<file path="config.mk">
export PLATFORM = sky130hd
export DESIGN_NAME = imem_boot_loader
export DESIGN_NICKNAME = d
export VERILOG_FILES = /design/src/rtl/imem_boot_loader.sv
export SDC_FILE = /design/constraint.sdc
export NUM_CORES = 1
export LEC_CHECK = 0
export ABC_AREA = 1
export ABC_CLOCK_PERIOD_IN_PS = 1490
export CORE_MARGIN = 3
export CORE_UTILIZATION = 49
export CTS_CLUSTER_DIAMETER = 60
export CTS_CLUSTER_SIZE = 20
export DETAILED_ROUTE_END_ITERATION = 12
export GPL_TIMING_DRIVEN = 0
export PLACE_DENSITY = 0.81
export SETUP_SLACK_MARGIN = 0.2
export SLEW_MARGIN = 40
export SYNTH_ARGS = -nofsm -noshare
export SYNTH_HDL_FRONTEND = slang
export SYNTH_SLANG_ARGS = --single-unit
</file>
<file path="constraint.sdc">
create_clock -name clk -period 1.49 [get_ports clk]
set_clock_uncertainty 0.05 [all_clocks]
set_input_delay 0.298 -clock clk [delete_from_list [all_inputs] [get_ports clk]]
set_output_delay 0.298 -clock clk [all_outputs]
set_load 0.02 [all_outputs]
</file>
<file path="src/rtl/imem_boot_loader.sv">
// Boot loader: takes a word-count header then a byte stream, writes it big-endian
// from address 0 into instruction memory, and holds the core in reset until done.
module imem_boot_loader #(
  parameter int MEM_BYTES = 64,
  parameter int ADDR_W    = 32
) (
  input  logic              clk,
  input  logic              resetn,
  input  logic              start,
  input  logic [7:0]        rx_data,
  input  logic              rx_valid,
  output logic              rx_ready,
  output logic              mem_we,
  output logic [ADDR_W-1:0] mem_waddr,
  output logic [7:0]        mem_wdata,
  output logic              core_resetn,
  output logic              busy,
  output logic              done,
  output logic              error,
  output logic [2:0]        state_dbg
);

  // Handshake: a byte transfers on a rising edge where rx_valid && rx_ready;
  // rx_ready depends only on state, never on rx_valid.

  localparam int CNT_W = $clog2(MEM_BYTES + 1);
  localparam logic [9:0] MAX_BYTES = 10'(MEM_BYTES);

  typedef enum logic [2:0] {
    S_IDLE = 3'd0,
    S_HDR  = 3'd1,
    S_LOAD = 3'd2,
    S_DONE = 3'd3,
    S_ERR  = 3'd4
  } state_t;

  state_t            state, state_nxt;
  logic [CNT_W-1:0]  remaining, remaining_nxt;
  logic [ADDR_W-1:0] addr, addr_nxt;
  logic              accept;
  logic [9:0]        hdr_bytes;

  assign accept    = rx_valid && rx_ready;
  assign hdr_bytes = {rx_data, 2'b00};
  assign state_dbg = state;

  always_comb begin
    state_nxt     = state;
    remaining_nxt = remaining;
    addr_nxt      = addr;
    rx_ready      = 1'b0;
    busy          = 1'b0;
    done          = 1'b0;
    error         = 1'b0;
    case (state)
      S_IDLE: begin
        if (start) state_nxt = S_HDR;
      end
      S_HDR: begin
        rx_ready = 1'b1;
        busy     = 1'b1;
        if (accept) begin
          if (rx_data == 8'd0) begin
            state_nxt = S_DONE;
          end else if (hdr_bytes > MAX_BYTES) begin
            state_nxt = S_ERR;
          end else begin
            state_nxt     = S_LOAD;
            remaining_nxt = CNT_W'(hdr_bytes);
            addr_nxt      = '0;
          end
        end
      end
      S_LOAD: begin
        rx_ready = 1'b1;
        busy     = 1'b1;
        if (accept) begin
          addr_nxt      = addr + ADDR_W'(1);
          remaining_nxt = remaining - CNT_W'(1);
          if (remaining == CNT_W'(1)) state_nxt = S_DONE;
        end
      end
      S_DONE: begin
        done = 1'b1;
        if (start) state_nxt = S_HDR;
      end
      S_ERR: begin
        error = 1'b1;
        if (start) state_nxt = S_HDR;
      end
      default: state_nxt = S_IDLE;
    endcase
  end

  always_ff @(posedge clk) begin
    if (!resetn) begin
      state       <= S_IDLE;
      remaining   <= '0;
      addr        <= '0;
      mem_we      <= 1'b0;
      mem_waddr   <= '0;
      mem_wdata   <= '0;
      core_resetn <= 1'b0;
    end else begin
      state     <= state_nxt;
      remaining <= remaining_nxt;
      addr      <= addr_nxt;
      // Write port is registered: the write lands the cycle after the accept.
      mem_we    <= (state == S_LOAD) && accept;
      if ((state == S_LOAD) && accept) begin
        mem_waddr <= addr;
        mem_wdata <= rx_data;
      end
      // Released one cycle into DONE so the final write has retired first.
      core_resetn <= (state == S_DONE) && !start;
    end
  end

endmodule

</file>
==> run summary, run 1 <==
Figures from the flow reports.

Logic synthesis:
- By instance count, the leading cell after synthesis is sky130_fd_sc_hd__nand2_1.
- In this run, synthesis inferred 0 flip-flops with an integrated enable.
- The run gives the number of distinct library cell variants in the gate-level netlist after synthesis as 30.
- The run puts the number of register bits inferred by synthesis at 84.
- The commonest cells after synthesis are sky130_fd_sc_hd__nand2_1 (191), sky130_fd_sc_hd__nor2_1 (144), sky130_fd_sc_hd__dfxtp_1 (84), sky130_fd_sc_hd__inv_1 (53), sky130_fd_sc_hd__a21oi_1 (46).
- The run gives the largest area contributor in the synthesized netlist as sky130_fd_sc_hd__dfxtp_1.
- The run puts the sequential area share after synthesis at 39.1%.
- The run gives the proportion of register bits with asynchronous set or reset after synthesis as 0%.
- The run gives the top-area cell type share of the netlist area as 39.1%.
- The run gives the count of warnings emitted by yosys as 0.
- The run puts the number of nets produced by synthesis at 700.
- The synthesized netlist was found by Yosys to have 685 cells.
- Post-synthesis, Yosys gives the total cell area as 4300 µm².
- A synthesized cell averages 6.28 µm².

Power:
- Of the total power, the clock network draws 18.3%.
- The run gives the fraction of power spent switching nets as 41.6%.
- The power report puts the leakage power at 2.73 nW.
- The run gives the cell area power density as 1430 nW/µm².
- For the clock group, total power comes out at 1.74 mW.
- The run puts the largest vdd supply drop at 634 µV.
- The run gives the internal cell power as 5.54 mW.
- For this design the total switching power over the nets is 3.94 mW.
- The flow reports power dissipated in combinational cells as 4.84 mW.
- The run puts the sequential fraction of design power at 30.5%.

Outcome:
- The checks that failed: negative setup slack.
- The run finished, with violations left.

Routing:
- The run gives the final wirelength as 17.5 mm.
- The run gives the remaining design rule violation count as 0.
- In the per-layer breakdown of the detailed-route log, met1 shows 6.44 mm.
- The run gives the total number of vias as 5,432.
- The run gives the number of optimization iterations in the first detailed-route pass as 5.

Final timing:
- The run gives the final-report max-slew violation count as 0.
- In this build the clock could be raised as far as 595 MHz.
- The run puts the final hold slack at 0.292 ns.
- The run puts the post-layout period usage of the worst path at 113%.
- The run puts the worst-margin pin slew at 0.433 ns.
- The run gives the final worst-path setup slack as -0.191 ns.
- The run puts the setup-violating endpoint count in the final report at 46.

Job:
- The run gives the number of max-capacitance violations reported as 0.

Placed design:
- Logged for this run, the post-placement worst setup slack is -0.687 ns.
- The run puts the routability congestion estimate at 0.933.
- The run puts the total cell area at the placement stage at 5180 µm².

Die:
- The run puts the area of the core at 8380 µm².
- The run gives the effective utilization at floorplan as 51.3%.
- The run gives the I/O pin count as 61.
- The run puts the die area at 9940 µm².

Clock network:
- The run gives the maximum clock insertion buffer count as 2.
- The run gives the post-CTS resize count as 390.
- Counting the buffers created by CTS gives 9.
- The run gives the number of buffers inserted by hold repair at cts as 0.
- Looking at the worst setup and hold paths, the clock pins of their registers show a slew of 0.10 ns.

Critical path:
- The timing report notes that buffer and inverter cells on the critical path total 5.
- The worst setup path is launched from a register.
- The worst setup path is of the reg2reg kind.
- The cell family contributing the most delay on the critical path is buffers and inverters.
- The run puts the maximum fanout encountered on the critical timing path at 6.
- For the worst flop-to-flop path, the logic depth is 10.
- For the worst setup path, the data arrival time is 1.92 ns.
- According to the timing report, the data required time at the worst endpoint equals 1.73 ns.
- For reference, the critical path is captured by remaining[5].
- The timing report gives the worst reg2reg path a setup slack of -0.19 ns.
- In this run the critical register-to-register path is captured at remaining[5].
- For reference, the critical path cell chain is inv_6 > nand3_4 > buf_6 > inv_4 > a21oi_2 > nor2_4 > buf_12 > clkbuf_16 > nand2_1 > a21oi_1.
- Per the STA report, the cell with the highest stage delay on the worst path is sky130_fd_sc_hd__dfxtp_4.
- In this run the worst setup path begins at state_dbg[2].

Min path:
- Checking hold timing, the worst path is listed with class in2reg.
- The run gives the endpoint of the worst hold path as mem_wdata[3].
- The run gives the source of the worst hold timing path as rx_data[3].

Finish:
- The layout has 532 filler cells.
- Leaving out filler cells and counting taps, the final layout contains 919.
- The library cell used most frequently in the layout, excluding fill and tap cells, is sky130_fd_sc_hd__nand2_1.
- The finished design was reported to have a net count of 824.
- In the final layout, the registers with the most flip-flops are addr x32, mem_waddr x32, mem_wdata x8.
- Per the run report, area growth between synthesis and finish was 54.4%.
- Per the cell usage report, the commonest logic cells after layout are sky130_fd_sc_hd__nand2_1 (164), sky130_fd_sc_hd__nor2_1 (107), sky130_fd_sc_hd__dfxtp_1 (58), sky130_fd_sc_hd__inv_1 (49), sky130_fd_sc_hd__buf_4 (41).

GRT:
- Total global-route track usage over all layers is 30.4%.
- The number of antenna violations at the first check in global routing is 0.
- The run puts the met1 track utilization from global routing at 38.2%.
- The run puts the met2 demand-to-capacity share in global routing at 50.2%.
-- run 1: final cells by class --
type / instances / area share (%)
Buffer: 28 / 5.65
Clock buffer: 10 / 2.07
Clock inverter: 6 / 0.942
Inverter: 59 / 3.65
Multi-Input combinational cell: 513 / 44.1
Sequential cell: 84 / 26.1
Tap cell: 105 / 1.98
Timing Repair Buffer: 114 / 15.5
-- run 1: logic make-up (layout without fill, tap and decap cells) --
group | Yosys count | after routing | share of synthesized area, %
adders and majority gates | 3 | 3 | 0.873
buffers and inverters | 88 | 217 | 8.58
AOI/OAI and AO/OA | 99 | 99 | 11.6
and+or+nand+nor | 407 | 407 | 39.0
xor gates and xnor gates | 4 | 4 | 0.815
DFF | 84 | 84 | 39.1
Fig. 1: run 1, where the registers sit
Other sequential cells in the stronger grey, the rest of the logic in the fainter grey.
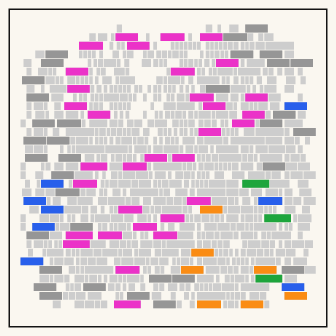
state_dbg -> green  # sequential cells 3
mem_wdata -> blue  # sequential cells 8
addr -> magenta  # sequential cells 32
remaining -> orange  # sequential cells 7
not coloured = 34
register fraction of the total cell area: 26.1%
Post-Route Utilization: 79.2%
sequential power: 2.89 mW
Storage cell area: 1730 µm²

Fig. 2: run 1, pin placement
Pins as bars across the die edge, other pins in grey.
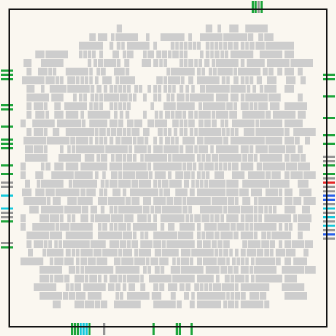
state_dbg -> blue  # pins 3, direction output, edge right
rx_ready -> red  # pins 1, direction output, edge right
rx_data -> cyan  # pins 8, direction input, edge 3 right, 3 bottom, 2 left
mem_waddr -> green  # pins 32, direction output, edge 13 left, 8 bottom, 8 right, 3 top
all pins by edge = 25 right, 20 left, 12 bottom, 4 top
Chip Height: 99.7 µm
horizontal die size: 99.7 µm
PortBufs: 60

Fig. 3: run 1, routing congestion
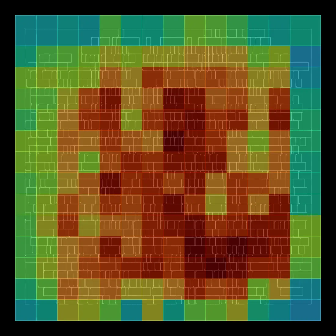
met3 track utilization from global routing: 6.87%
wire length per cell after detailed routing: 19.0 µm
GRT Max-Usage Layer: met2

Fig. 4: run 1, metal layers overlaid
Only two layers are drawn.
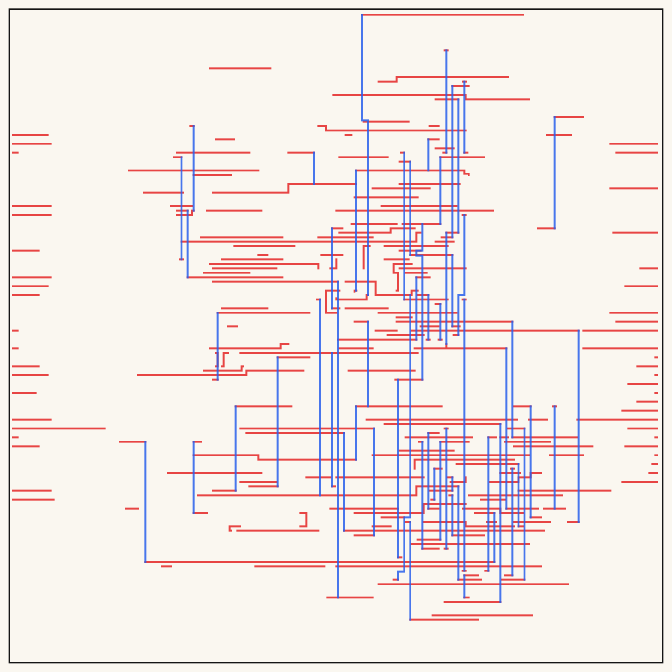

==> run 1 -> run 2 <==
Settings changed: MAX_ROUTING_LAYER set to met4.
Fig. 5: run 2, metal layers overlaid
Only two layers are drawn.
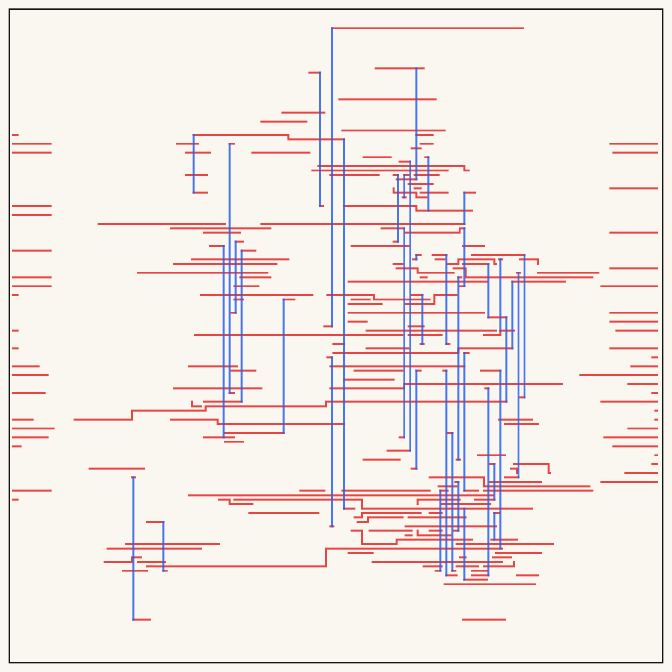
M4 -> blue  # wire length 766 µm
M3 -> red  # wire length 1,650 µm
wire length per cell after detailed routing: 18.1 µm
number of vias in the routed layout: 5,300
Final Routed Wirelength: 16.5 mm
GRT Overall Usage: 30.1%

Fig. 6: run 2, pin placement
Pins as bars across the die edge, other pins in grey.
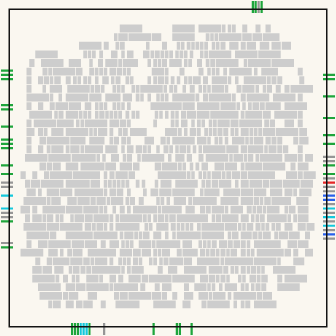
rx_data -> cyan  # pins 8, direction input, edge 3 right, 3 bottom, 2 left
state_dbg -> blue  # pins 3, direction output, edge right
mem_waddr -> green  # pins 32, direction output, edge 13 left, 8 bottom, 8 right, 3 top
rx_ready -> red  # pins 1, direction output, edge right
all pins by edge = 25 right, 20 left, 12 bottom, 4 top

==> run 2 against run 1 <==
  * The flow still finishes with violations (negative setup slack)
  * Hold slack better by 0.035 ns
  * Non-clock buffer count decreased by 7
  * Via count fell by 2.4%
  * Register-to-register slack lost 0.08 ns
  * Largest cell class unchanged
  * Highest routed layer unchanged
==> run summary, run 2 <==
Figures from the flow reports.

Routing:
- The detailed router reports a met3 wire length of 1.65 mm.
- The first detailed-routing pass ran for 9 iterations.
- The run gives the wire length on met1 as 6.36 mm.
- The run gives the highest signal layer in the routed design as met4.
- The run puts the remaining design rule violation count at 0.
- The run gives the number of design-rule violations left by the first detailed-router iteration as 429.
- The run gives the post-detailed-route count of antenna-violating nets as 0.
- The run gives the average vias per placed instance as 5.81.

Clock network:
- Looking at the clock tree report, the H-tree level count equals 3.
- TritonCTS built the clock tree.
- The run puts the clock transition time at the flip-flop clock pins of the worst setup and hold paths at 0.10 ns.
- The run puts the source-to-sink clock delay at the later pin of the worst-skew pair at 0.37 ns.
- The run gives the master cell of the clock root buffer as sky130_fd_sc_hd__clkbuf_8.
- Looking at the clock tree report, the maximum root-to-sink buffer count equals 2.
- The run puts the number of buffers inserted during clock tree synthesis at 9.

GRT:
- For met2 alone, demand over resource in global routing was 48.3%.
- The number of antenna violations at the first check in global routing came to 0.
- The run gives the global routing met3 resource utilization as 6.10%.
- The layer flagged by global routing as most heavily used is met2.
- The run gives the largest net degree at the start of global routing as 16.
- The first global-routing pass estimated 23.1 mm of wire.
- The run puts the total overflow reported by the global router at 0.
- The global routing report lists met1 layer usage as 37.3%.

Placed design:
- The run puts the quantity of I/O buffers inserted on ports at 60.
- The run puts the final HPWL from detailed placement at 9.37 mm.
- The placement stage leaves a total instance area of 5180 µm².
- Per the post-place timing report, worst setup slack is -0.715 ns.
- The run gives the routability congestion estimate as 0.932.

Min path:
- For hold timing, the worst endpoint is mem_wdata[5].
- The run gives the source of the worst hold timing path as rx_data[5].
- The run gives the path class of the lowest-slack min-delay path as in2reg.

Power:
- Combinational cells consume a total of 4.79 mW.
- The run gives the largest vdd supply drop as 831 µV.
- The net switching power in the latest report is 3.87 mW.
- The run puts the part of the power in the clock network at 17.0%.
- The run gives the main power-consuming group as combinational logic.
- Per report_power, the sequential group accounts for 30.9% of the total.
- The run gives the sequential logic power as 2.85 mW.
- The run puts the cell area power density at 1430 nW/µm².
- The run gives the power drawn by the clock network as 1.56 mW.
- The run gives the internal cell power as 5.33 mW.
- The script computed the net switching share of total power as 42.0%.
- The run puts the reported leakage power at 2.62 nW.

Final timing:
- The run puts the post-layout period usage of the worst path at 119%.
- The run gives the maximum frequency from static timing analysis as 562 MHz.
- The run gives the worst-margin pin slew as 0.343 ns.
- The smallest clock period supported by the final layout is computed as 1.78 ns.
- The run puts the setup-violating endpoint count in the final report at 61.
- The run puts the final worst-path setup slack at -0.290 ns.
- The final timing report lists a max-slew violation count of 0.
- The run gives the final hold slack as 0.327 ns.

Outcome:
- The run finished, with violations left.
- The final reports fail on negative setup slack.

Finish:
- The library cells used most frequently in the layout, excluding fill and tap cells, are sky130_fd_sc_hd__nand2_1 (176), sky130_fd_sc_hd__nor2_1 (97), sky130_fd_sc_hd__dfxtp_1 (68), sky130_fd_sc_hd__inv_1 (50), sky130_fd_sc_hd__buf_2 (38).
- The finished layout reports a core utilization of 76.6%.
- With fillers left out, the area of the finished cells amounts to 6420 µm².
- The net count of the finished layout is 817.
- The largest registers in the layout are addr x32, mem_waddr x32, mem_wdata x8.
- Counting only logic cells after layout, the most numerous master is sky130_fd_sc_hd__nand2_1.
- The run puts the area added between synthesis and finish at 49.3%.
- The run gives the tally of non-filler cells in the final layout as 912.

Critical path:
- The run gives the internal reg-to-reg setup slack as -0.27 ns.
- The run gives the delay of the slowest cell on the worst path as 0.46 ns.
- The timing report lists the critical path depth as 12 cells.
- The run gives the arrival time reported for the critical path endpoint as 1.99 ns.
- Looking at the setup timing report, the critical path kind is in2reg.
- The worst setup path is captured at a register.
- Looking at the reg2reg group, the worst path ends at addr[29].
- The run gives the timing endpoint of the critical path as addr[29].
- The run gives the maximum fanout encountered on the critical timing path as 5.
- The run gives the required time of the critical path as 1.70 ns.
- The run gives the cell type of the slowest stage on the worst timing path as sky130_fd_sc_hd__clkdlybuf4s50_1.
- Per STA, the startpoint of the critical path is rx_data[3].
- Per STA, the worst path accumulates the most delay in the family buffers and inverters.
- The run puts the count of cells along the worst register-to-register path at 11.
- Listed in order, past its start point the critical path passes clkdlybuf4s50_1 > nor2_1 > nand2_1 > nor2_1 > nand2_2 > nand2_4 > nor2_4 > buf_6 > buf_12 > buf_16 > a21oi_2 > nor2_1.
- The run gives the total buffers and inverters traversed by the critical path as 4.
- The run gives the kind of launch point of the worst setup path as a primary input.

Die:
- The run puts the I/O pin count at 61.
- The run gives the die span in y as 99.7 µm.
- The run gives the die area as 9940 µm².
- The core region is 8380 µm².
- The floorplan step records an initial core utilization of 51.3%.
- The die is 99.7 µm wide.

Logic synthesis:
- Sorting the Yosys area breakdown by cell type puts at the top sky130_fd_sc_hd__dfxtp_1.
- The run gives the number of register bits inferred by synthesis as 84.
- Per the synth stats, the proportion of register bits with asynchronous set or reset is 0%.
- The synthesized design contains 0 enable-type register cells.
- Yosys instantiated no cell more often than sky130_fd_sc_hd__nand2_1.
- The run gives the count of warnings emitted by yosys as 0.
- The run gives the number of cells in Yosys stat as 685.
- The run gives the sequential area share after synthesis as 39.1%.
- Yosys reports that the leading cell type by area covers 39.1% of the netlist area.
- At floorplan, the net count of the design was reported as 700.
- The run gives the average size of a mapped cell as 6.28 µm².
- The run puts the post-synth area from yosys stat at 4300 µm².
- By area the synthesized netlist is led by sky130_fd_sc_hd__dfxtp_1 (39%), sky130_fd_sc_hd__nand2_1 (17%), sky130_fd_sc_hd__nor2_1 (13%), sky130_fd_sc_hd__a21oi_1 (5.4%), sky130_fd_sc_hd__o21ai_0 (4.8%).
- The run gives the number of distinct library cell variants in the gate-level netlist after synthesis as 30.
- By count the netlist is led by sky130_fd_sc_hd__nand2_1 (191), sky130_fd_sc_hd__nor2_1 (144), sky130_fd_sc_hd__dfxtp_1 (84), sky130_fd_sc_hd__inv_1 (53), sky130_fd_sc_hd__a21oi_1 (46).
- The run puts the instance count of the mapped netlist at 685.

Job:
- The run gives the number of max-capacitance violations reported as 0.
## run 2: cell counts after synthesis
Identical to the previous run, type by type.
## run 2: cell type report
class                   instances  area (µm²)
fillers                       591        1960
plain buffers                  29         367
clock buffers                   9         124
repair buffers                106         971
flip-flops and latches         84        1710
well taps                     105         131
multi-input cells             513        2820
inverters                      59         248
clock inverters                 7        51.3
## run 2: logic make-up after synthesis
family	Yosys count	share of synthesized area, %
buffers and inverters	88	8.58
adder cells (fa/ha/maj)	3	0.873
AND/OR/NAND/NOR	407	39.0
flip-flops	84	39.1
XOR/XNOR	4	0.815
AND-OR/OR-AND	99	11.6
## run 2: what timing repair did
action / CTS / global route
buffers inserted: 24 / 12
setup endpoints to repair: 132 / 95
cloned: 8 / 2
gates resized: 378 / 92
hold buffers: 0 / 0
pin swaps: 37 / 24
No activity file was given, so power comes from the tool's default toggle rates.
